### src/rtl/dmem_arbiter.sv
// ============================================================================
// dmem_arbiter : shares the single-ported data RAM between the CPU MEM stage
//                and an external requester (CPU priority, bounded EXT bursts)
// Revision     : 1.0
// ============================================================================
`default_nettype none

module dmem_arbiter #(
  parameter int ADDR_WIDTH = 16,
  parameter int DATA_WIDTH = 16,
  parameter int MAX_WAIT   = 4,
  parameter int MAX_BURST  = 4
) (
  input  logic                  clk,
  input  logic                  reset_n,
  input  logic [1:0]            cpu_mem_op,
  input  logic [ADDR_WIDTH-1:0] cpu_address,
  input  logic [DATA_WIDTH-1:0] cpu_write_data,
  output logic [DATA_WIDTH-1:0] cpu_read_data,
  output logic                  cpu_stall,
  input  logic                  ext_req,
  input  logic                  ext_write,
  input  logic [ADDR_WIDTH-1:0] ext_address,
  input  logic [DATA_WIDTH-1:0] ext_write_data,
  output logic                  ext_gnt,
  output logic                  ext_rvalid,
  output logic [DATA_WIDTH-1:0] ext_read_data,
  output logic [1:0]            ram_mem_op,
  output logic [ADDR_WIDTH-1:0] ram_address,
  output logic [DATA_WIDTH-1:0] ram_write_data,
  input  logic [DATA_WIDTH-1:0] ram_read_data
);

  localparam int WAIT_W  = $clog2(MAX_WAIT + 1);
  localparam int BURST_W = $clog2(MAX_BURST + 1);
  localparam logic [WAIT_W-1:0]  WAIT_LIMIT  = WAIT_W'(MAX_WAIT);
  localparam logic [BURST_W-1:0] BURST_LIMIT = BURST_W'(MAX_BURST);

  typedef enum logic [0:0] {
    CPU_PRI = 1'b0,
    EXT_PRI = 1'b1
  } state_t;

  state_t                  state_q, state_d;
  logic [WAIT_W-1:0]       wait_cnt_q, wait_cnt_d;
  logic [BURST_W-1:0]      burst_cnt_q, burst_cnt_d;
  logic                    ext_rvalid_q, ext_rvalid_d;
  logic [DATA_WIDTH-1:0]   ext_read_data_q, ext_read_data_d;

  logic                    cpu_act;
  logic                    ext_win;
  logic                    cpu_win;
  logic [BURST_W-1:0]      burst_next;

  assign cpu_act = (cpu_mem_op == 2'b01) || (cpu_mem_op == 2'b10);

  // Grant decision; everything is forced idle while reset is held.
  always_comb begin
    ext_win = 1'b0;
    cpu_win = 1'b0;
    if (reset_n) begin
      if (ext_req && ((state_q == EXT_PRI) || !cpu_act || (wait_cnt_q == WAIT_LIMIT))) begin
        ext_win = 1'b1;
      end else if (cpu_act) begin
        cpu_win = 1'b1;
      end
    end
  end

  always_comb begin
    ram_mem_op     = 2'b00;
    ram_address    = cpu_address;
    ram_write_data = cpu_write_data;
    if (ext_win) begin
      ram_mem_op     = {ext_write, ~ext_write};
      ram_address    = ext_address;
      ram_write_data = ext_write_data;
    end else if (cpu_win) begin
      ram_mem_op     = cpu_mem_op;
    end
  end

  assign ext_gnt       = ext_win;
  assign cpu_stall     = ext_win && cpu_act;
  assign cpu_read_data = ram_read_data;
  assign ext_rvalid    = ext_rvalid_q;
  assign ext_read_data = ext_read_data_q;

  always_comb begin
    state_d         = state_q;
    wait_cnt_d      = wait_cnt_q;
    burst_cnt_d     = burst_cnt_q;
    burst_next      = (state_q == EXT_PRI) ? (burst_cnt_q + BURST_W'(1)) : BURST_W'(1);
    ext_rvalid_d    = ext_win && !ext_write;
    ext_read_data_d = ext_rvalid_d ? ram_read_data : ext_read_data_q;

    if (ext_win) begin
      wait_cnt_d = '0;
      // The win that completes the burst hands priority straight back.
      if (burst_next == BURST_LIMIT) begin
        state_d     = CPU_PRI;
        burst_cnt_d = '0;
      end else begin
        state_d     = EXT_PRI;
        burst_cnt_d = burst_next;
      end
    end else begin
      if (!ext_req) begin
        wait_cnt_d = '0;
      end else if (wait_cnt_q != WAIT_LIMIT) begin
        wait_cnt_d = wait_cnt_q + WAIT_W'(1);
      end
      if (state_q == EXT_PRI) begin
        state_d     = CPU_PRI;
        burst_cnt_d = '0;
        wait_cnt_d  = '0;
      end
    end
  end

  always_ff @(posedge clk or negedge reset_n) begin
    if (!reset_n) begin
      state_q         <= CPU_PRI;
      wait_cnt_q      <= '0;
      burst_cnt_q     <= '0;
      ext_rvalid_q    <= 1'b0;
      ext_read_data_q <= '0;
    end else begin
      state_q         <= state_d;
      wait_cnt_q      <= wait_cnt_d;
      burst_cnt_q     <= burst_cnt_d;
      ext_rvalid_q    <= ext_rvalid_d;
      ext_read_data_q <= ext_read_data_d;
    end
  end

endmodule

`default_nettype wire
### config.mk
export PLATFORM = sky130hd
export DESIGN_NAME = dmem_arbiter
export DESIGN_NICKNAME = d
export VERILOG_FILES = /design/src/rtl/dmem_arbiter.sv
export SDC_FILE = /design/constraint.sdc
export NUM_CORES = 1
export LEC_CHECK = 0
export CAP_MARGIN = 20
export CORE_ASPECT_RATIO = 1.2
export CORE_MARGIN = 1.5
export CORE_UTILIZATION = 30
export CTS_CLUSTER_DIAMETER = 120
export DETAILED_ROUTE_END_ITERATION = 6
export PLACE_DENSITY = 0.81
export SYNTH_ARGS = -nofsm -noshare
export SYNTH_HDL_FRONTEND = slang
export SYNTH_SLANG_ARGS = --single-unit
### constraint.sdc
create_clock -name clk -period 2.31 [get_ports clk]
set_input_delay 0.462 -clock clk [delete_from_list [all_inputs] [get_ports clk]]
set_output_delay 0.462 -clock clk [all_outputs]
set_load 0.01 [all_outputs]
==> reports/results.md <==
| Stage | Parameter | Reported |
|:---|:---|:---|
| synthesis | Synthesized area divided by synthesized cell count | 11.8 um2 |
| cts | Clock transition time at the flip-flop clock pins of the worst setup and hold paths | 80 ps |
| detailed routing | Total number of vias | 1,652 |
| run status | Status | finished, violations left |
| detailed routing | Remaining antenna violation count | 0 |
| final layout | Ratio of cells with drive above 1 in the final layout | 37.4% |
| critical path | Kind of end point of the critical path | output pin |
| sta | Final tally of hold violations | 0 |
| grt | Global-route total usage across every layer | 18.1% |
| synthesis | Total number of yosys warnings | 0 |
| grt | GR met3 Demand/Resource | 5.22% |
| synthesis | Post-synthesis instance area | 1590 um2 |
| critical path | Depth of the most critical reg-to-reg path | 7 |
| flow run | MaxCap Viol Count | 0 |
| synthesis | Xor and xnor area share after synthesis | 2.12% |
| detailed routing | Wire length after detailed routing | 5280 um |
| sta | Number of setup violations in the final report | 9 |
| die | Core area | 5010 um2 |
| synthesis | Area share of fa/ha/maj cells after synthesis | 2.36% |
| detailed routing | Vias per cell | 4.67 |
| critical path | Crit path DAT | 1880 ps |
| synthesis | Cell Type Count | 30 |
| synthesis | Synth logic family | multiplexers |
| grt | Global routing usage on met2 | 32.3% |
| placed design | I/O Buffers | 154 |
| sta | Worst slew slack as a fraction of its limit | 77.5% |
| cts | H-Tree Depth | 1 |
| grt | Largest net degree at the start of global routing | 28 |
| sta | Min Clock Period, post-route | 2340 ps |
| sta | Worst-case clock skew | 6.04 ps |
| critical path | Critical path fanouts, max | 5 |
| final layout | Top library cells by usage in the layout, fill and taps aside | sky130_fd_sc_hd__clkdlybuf4s50_1 (114), sky130_fd_sc_hd__dfrtp_1 (24), sky130_fd_sc_hd__mux2_2 (23) |
| power | Power density cells | 507 nW/um2 |
| critical path | Kind of critical path | primary input to output pin |
| placed design | Cell area reported after detailed placement | 3210 um2 |
| power | Peak supply drop | 0.256 mV |
| synthesis | Multiplexer fraction of the synthesized cell area | 35.9% |
| synthesis | Complex Gates by Area | 6.13% |
| detailed routing | Average detailed-routed wire length per instance | 14.9 um |
| sta | Total negative slack | -165 ps |
| die | Floorplan die area | 5760 um2 |
| synthesis | And+or+nand+nor area frac | 5.11% |
| flow run | Total tool warning count | 29 |
| sta | Smallest setup slack after layout | -33.4 ps |
| final layout | Area Overhead vs Synth | 113% |
| run status | Violations in the final reports | setup timing |
==> layout make-up <==
type	instances	area, um2
well taps	60	75.1
clock buffers	3	41.3
inverters	5	18.8
fillers	409	1610
flip-flops and latches	24	601
multi-input cells	85	931
repair buffers	176	1700
clock inverters	1	30.0
==> where the power goes <==
group          switching (mW)  internal (mW)
registers              0.0459          0.510
clock network           0.131          0.232
logic                   0.279          0.524
==> final timing paths <==
path                       slack (ps)             start          endpoint
min                               370           reset_n  ext_read_data[2]
min in group clk                  490  ext_read_data[7]  ext_read_data[7]
max                               -30     cpu_mem_op[0]    ram_address[3]
min reg2reg                       490  ext_read_data[7]  ext_read_data[7]
max in group asynchronous        1680           reset_n           state_q
max reg2reg                       610     wait_cnt_q[0]  ext_read_data[5]
==> critical path, cell delays in order <==
cell                            delay, ps
sky130_fd_sc_hd__dlygate4sd2_1        270
sky130_fd_sc_hd__xor2_2               200
sky130_fd_sc_hd__a21oi_4              230
sky130_fd_sc_hd__buf_6                160
sky130_fd_sc_hd__buf_16               120
sky130_fd_sc_hd__mux2_4               300
sky130_fd_sc_hd__buf_6                130
==> cell usage after synthesis <==
cell	n	area (um2)
sky130_fd_sc_hd__nand2_1	6	22.5
sky130_fd_sc_hd__mux2_1	11	124
sky130_fd_sc_hd__and2_1	1	6.26
sky130_fd_sc_hd__a211o_1	1	8.76
sky130_fd_sc_hd__nand4_1	1	6.26
sky130_fd_sc_hd__or3b_2	1	8.76
sky130_fd_sc_hd__nor2_1	1	3.75
sky130_fd_sc_hd__a311o_1	1	10.0
sky130_fd_sc_hd__inv_1	5	18.8
sky130_fd_sc_hd__buf_4	16	120
sky130_fd_sc_hd__a21o_1	1	7.51
sky130_fd_sc_hd__a211oi_4	1	20.0
sky130_fd_sc_hd__nand2b_1	1	6.26
sky130_fd_sc_hd__nor3_1	3	15.0
sky130_fd_sc_hd__a21boi_0	2	15.0
sky130_fd_sc_hd__mux2i_1	2	20.0
sky130_fd_sc_hd__xor2_1	1	8.76
sky130_fd_sc_hd__nand3_1	1	5.00
sky130_fd_sc_hd__dfrtp_1	24	601
sky130_fd_sc_hd__buf_2	4	20.0
sky130_fd_sc_hd__ha_1	3	37.5
sky130_fd_sc_hd__xor2_2	1	16.3
sky130_fd_sc_hd__buf_6	1	11.3
sky130_fd_sc_hd__o211ai_1	1	7.51
sky130_fd_sc_hd__mux2_2	38	428
sky130_fd_sc_hd__xnor2_1	1	8.76
sky130_fd_sc_hd__nand3b_1	1	7.51
sky130_fd_sc_hd__o311ai_0	1	8.76
sky130_fd_sc_hd__a21oi_1	2	10.0
sky130_fd_sc_hd__o21ai_0	2	10.0
==> per-layer routing <==
layer	share of wire [%]	vias to the layer above	routed length, um
met5	0	-	0
met1	36	758	1910
met3	11	4	567
met4	0.83	0	44
li1	-	785	-
met2	52	105	2760
==> timing repair <==
item | in CTS | in global routing
pin swaps | 4 | 2
setup endpoints to repair | 36 | 33
buffers inserted | 6 | 2
gates resized | 151 | 41
hold buffers | 0 | 0
gates cloned | 2 | 0
==> flip-flops by register name (all words and copies together) (netlist names) <==
signal,count
ext_read_data,16
burst_cnt_q,3
wait_cnt_q,3
ext_rvalid,1
state_q,1
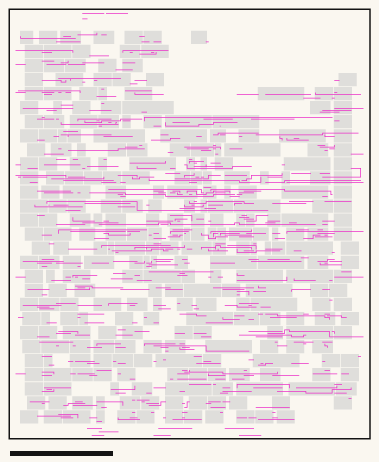
*Metal 1*
Scale bar: 20 um.
nets with wire on the layer = 318
main direction = horizontal

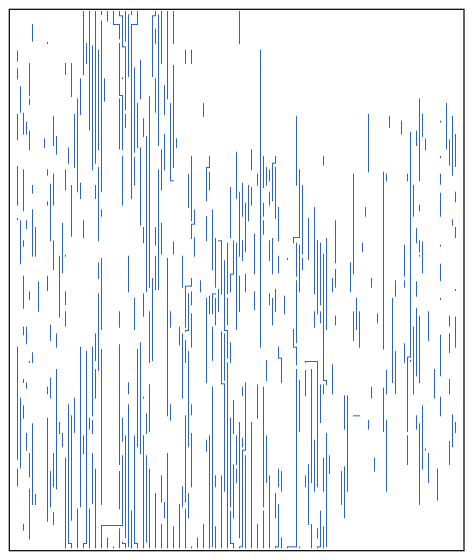
*M2 wires*
nets with wire on the layer = 344
wire length on this layer = 2,760 um

Power and IR drop assume default switching activity.
